**src/rtl/piso_serializer.sv**
```systemverilog
// Parallel-in serial-out converter with a one-word holding register so that
// consecutive words can stream out with no idle cycle between them.
module piso_serializer #(
  parameter int WIDTH = 8
) (
  input  logic             clk,
  input  logic             rst,
  input  logic [WIDTH-1:0] din,
  input  logic             load_valid,
  output logic             load_ready,
  input  logic             msb_first,
  input  logic             pause,
  output logic             sout,
  output logic             sout_valid,
  output logic             frame_done,
  output logic             busy
);

  localparam int CW = (WIDTH > 1) ? $clog2(WIDTH) : 1;
  localparam logic [CW-1:0] LAST = CW'(WIDTH - 1);

  typedef enum logic {IDLE, SHIFT} state_t;

  state_t           state_reg;
  logic [WIDTH-1:0] hold_reg;
  logic             hold_full_reg;
  logic [WIDTH-1:0] sr_reg;
  logic             order_reg;
  logic [CW-1:0]    cnt_reg;

  logic [WIDTH-1:0] sr_toward_msb;
  logic [WIDTH-1:0] sr_toward_lsb;
  logic [WIDTH-1:0] sr_next;
  logic             shifting;
  logic             last_bit;
  logic             accept;
  logic             start;

  // Both shift directions are built explicitly; the latched order picks one.
  genvar gi;
  generate
    for (gi = 0; gi < WIDTH; gi++) begin : g_shift
      if (gi == 0) begin : g_msb_lo
        assign sr_toward_msb[gi] = 1'b0;
      end else begin : g_msb_hi
        assign sr_toward_msb[gi] = sr_reg[gi-1];
      end
      if (gi == WIDTH - 1) begin : g_lsb_hi
        assign sr_toward_lsb[gi] = 1'b0;
      end else begin : g_lsb_lo
        assign sr_toward_lsb[gi] = sr_reg[gi+1];
      end
    end
  endgenerate

  assign sr_next    = order_reg ? sr_toward_msb : sr_toward_lsb;
  assign shifting   = (state_reg == SHIFT) && !pause;
  assign last_bit   = shifting && (cnt_reg == LAST);
  assign accept     = load_valid && !hold_full_reg;
  // A held word moves into the shifter from IDLE or on the final bit edge.
  assign start      = hold_full_reg && ((state_reg == IDLE) || last_bit);

  assign load_ready = !hold_full_reg;
  assign sout_valid = shifting;
  assign sout       = shifting && (order_reg ? sr_reg[WIDTH-1] : sr_reg[0]);
  assign frame_done = last_bit;
  assign busy       = (state_reg == SHIFT) || hold_full_reg;

  always_ff @(posedge clk or posedge rst) begin
    if (rst) begin
      state_reg     <= IDLE;
      hold_reg      <= '0;
      hold_full_reg <= 1'b0;
      sr_reg        <= '0;
      order_reg     <= 1'b1;
      cnt_reg       <= '0;
    end else begin
      if (start) begin
        sr_reg    <= hold_reg;
        order_reg <= msb_first;
        cnt_reg   <= '0;
        state_reg <= SHIFT;
      end else if (last_bit) begin
        sr_reg    <= sr_next;
        cnt_reg   <= '0;
        state_reg <= IDLE;
      end else if (shifting) begin
        sr_reg  <= sr_next;
        cnt_reg <= cnt_reg + CW'(1);
      end

      // accept needs an empty holder and start needs a full one, so they never coincide.
      if (accept) begin
        hold_reg      <= din;
        hold_full_reg <= 1'b1;
      end else if (start) begin
        hold_full_reg <= 1'b0;
      end
    end
  end

endmodule

```
**config.mk**
```make
export PLATFORM = sky130hd
export DESIGN_NAME = piso_serializer
export DESIGN_NICKNAME = d
export VERILOG_FILES = /design/src/rtl/piso_serializer.sv
export SDC_FILE = /design/constraint.sdc
export NUM_CORES = 1
export LEC_CHECK = 0
export ABC_AREA = 1
export ABC_CLOCK_PERIOD_IN_PS = 2000
export CELL_PAD_IN_SITES_DETAIL_PLACEMENT = 1
export CELL_PAD_IN_SITES_GLOBAL_PLACEMENT = 2
export CORE_AREA = 4 4 67 69
export DETAILED_ROUTE_END_ITERATION = 7
export DIE_AREA = 0 0 71 73
export PLACE_DENSITY_LB_ADDON = 0.1
export SLEW_MARGIN = 0
export SYNTH_ARGS = -nofsm -noshare
export SYNTH_HDL_FRONTEND = slang
export SYNTH_SLANG_ARGS = --single-unit
```
**constraint.sdc**
```tcl
create_clock -name clk -period 2 [get_ports clk]
set_input_delay 0.3 -clock clk [delete_from_list [all_inputs] [get_ports clk]]
set_output_delay 0.3 -clock clk [all_outputs]
set_load 0.05 [all_outputs]
```
run_1/clocks.png
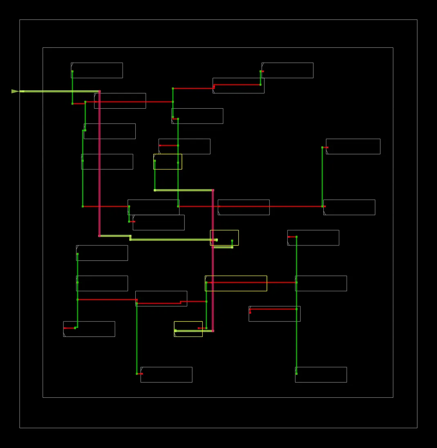
clkbuf count: 3
total CTS buffers: 3

run_1/io_fan.png
Scale: 4 px per micron.
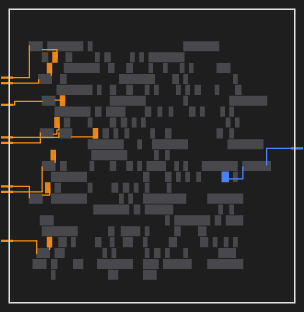
din -> orange  # bits 8, direction input, edge left, end cells 8, buffers 8, wire 112 microns
sout -> blue  # bits 1, direction output, edge right, end cells 1, buffers 1, wire 18.6 microns

run_1/layer_met2.png
Scale: 4 px per micron. Cells faint in the background.
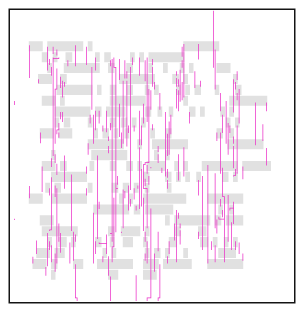
share of all routed wire = 45%
nets with wire on the layer = 138
longest straight run = 45.6 microns
main direction = vertical

==> results.ini, run 1 <==
[synthesis]
mux_area_frac = 0
syn_nets = 158
syn_area_sq_um = 1100
synth.top_cell.area_share = 0.476
area_leaders = dfrtp_1 48%, nand2_1 14%, nand3_1 7.7%, inv_1 5.8%, a21oi_1 4.5%

[placement]
post-dp-hpwl_microns = 1920
placed_area_sq_um = 1340

[floorplan]
dieArea_sq_um = 5180
num_io_pins = 18
die-width_microns = 71
num_rows = 23

[global_routing]
overflow = 0
grt_antenna_before_repair = 0
met3_usage = 0.0303

[layout]
signal_buffers = 19
fin_area_sq_um = 1410
flops = 22
nets = 176
fill_cells = 500
comb_share = 0.310

[critical_path]
worst-path-max-fanout = 4
worstPathCellList = clkdlybuf4s50_1, nor2_4, inv_2, a21oi_1, buf_12
path_depth = 5
arrival_ns = 1.44
crit_family = buffers and inverters
r2r_end = sr_reg[2]$_DFFE_PP0P_
crit_path_end_kind = primary output

[timing]
finalWorstSetupSlack_ns = 0.256
drv_slew = 0
max_freq_ghz = 0.573

[clock_tree]
path_clk_slew_ns = 0.08

[power_and_ir_drop]
power.net_switching_w = 0.000672
p_comb_frac = 0.349
pwr.group.clock_w = 0.000426
power_frac_clock = 0.232
seqPwrFrac = 0.418

[job]
cap_violations = 0

[run_status]
status = finished clean

[drt]
drt_iter0_drc = 37
m1WireLength_microns = 1240

## Run 2: what changed since run 1
--- a/config.mk
+++ b/config.mk
@@ -12,6 +12,7 @@
 export CORE_AREA = 4 4 67 69
 export DETAILED_ROUTE_END_ITERATION = 7
 export DIE_AREA = 0 0 71 73
+export HOLD_SLACK_MARGIN = 0.05
 export PLACE_DENSITY_LB_ADDON = 0.1
 export SLEW_MARGIN = 0
 export SYNTH_ARGS = -nofsm -noshare
run_2/layer_met2.png
Scale: 4 px per micron. Cells faint in the background.
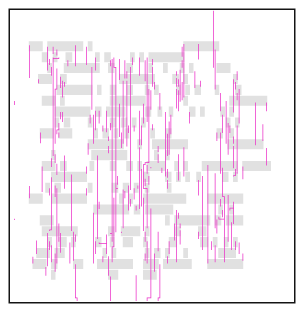
longest straight run = 45.6 microns
wire length on this layer = 1160 microns
share of all routed wire = 45%
main direction = vertical

run_2/detail.png
Region (43, 45) to (63, 65) microns. Cells in grey, sequential cells in the stronger grey; small squares are vias.
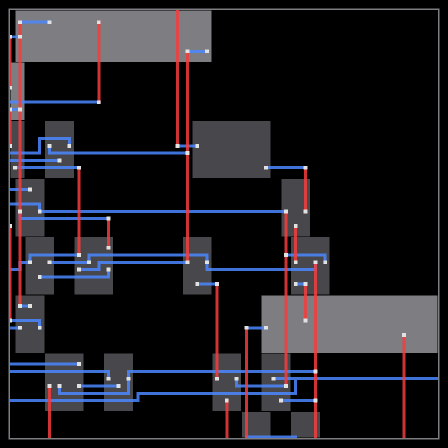
metal 2 -> red
metal 1 -> blue
cells with their middle in the window = 16
most frequent = nand2_1 (7), inv_1 (2), o21ai_0 (2)
sequential cells in the window = 2
netlist names of flops here include = order_reg (1), sr_reg (1)

==> run 2 against run 1 <==
Against the previous run: global-route usage is the same; critical endpoint unchanged; utilization is the same; critical path type unchanged; synthesized cell count is the same; via count is the same; register-to-register slack is essentially flat; die size is the same; worst setup slack is the same.
==> results.ini, run 2 <==
[run_status]
status = finished clean

[clock_tree]
numCtsBuffers = 3  ; unchanged
postCtsSetupBuffers = 0
path_clk_slew_ns = 0.08  ; about the same
h-tree-depth = 1

[drt]
drt_iter0_drc = 37  ; unchanged
drcViolationCount = 0
m1WireLength_microns = 1240  ; unchanged
top_layer = met4

[global_routing]
grt_antenna_before_repair = 0  ; unchanged
overflow = 0  ; unchanged
grt_use_met1 = 0.151
met3_usage = 0.0303  ; unchanged
grt_pass1_wl_microns = 4690
grt_max_degree = 23

[floorplan]
num_rows = 23  ; unchanged
die-width_microns = 71  ; unchanged
dieArea_sq_um = 5180  ; unchanged
num_io_pins = 18  ; unchanged
die_h_microns = 73
tap_cells = 50

[critical_path]
path_depth = 5  ; unchanged
r2r_end = sr_reg[2]$_DFFE_PP0P_
startpoint_type = primary input
arrival_ns = 1.44  ; about the same
worstPathCellList = clkdlybuf4s50_1, nor2_4, inv_2, a21oi_1, buf_12
crit_family = buffers and inverters
worst-path-max-fanout = 4  ; unchanged

[layout]
comb_share = 0.310  ; unchanged
nets = 176  ; unchanged
signal_buffers = 19  ; unchanged
fin_area_sq_um = 1410  ; unchanged
clockBufferCount = 3  ; unchanged
area_growth_pct = 27.4
seq_area_frac = 0.392
flops = 22  ; unchanged
fill_cells = 500  ; unchanged

[synthesis]
syn_nets = 158  ; unchanged
area_leaders = dfrtp_1 48%, nand2_1 14%, nand3_1 7.7%, inv_1 5.8%, a21oi_1 4.5%
synth.top_cell.area_share = 0.476  ; unchanged
mux_area_frac = 0  ; unchanged
syn_area_sq_um = 1100  ; unchanged
topCombFamilyByArea = simple AND/OR/NAND/NOR gates

[timing]
period_used_share = 0.872
drv_slew = 0  ; unchanged
finalWorstSetupSlack_ns = 0.256  ; unchanged

[power_and_ir_drop]
power_w = 0.00183
p_comb_w = 0.000640
power.net_switching_w = 0.000672  ; unchanged
pwr.group.clock_w = 0.000426  ; about the same
p_per_area_nw_per_um2 = 1300
seqPwrFrac = 0.418  ; about the same
p_comb_frac = 0.349  ; about the same

[placement]
placed_area_sq_um = 1340  ; unchanged
post-dp-hpwl_microns = 1920  ; unchanged

[job]
cap_violations = 0  ; unchanged

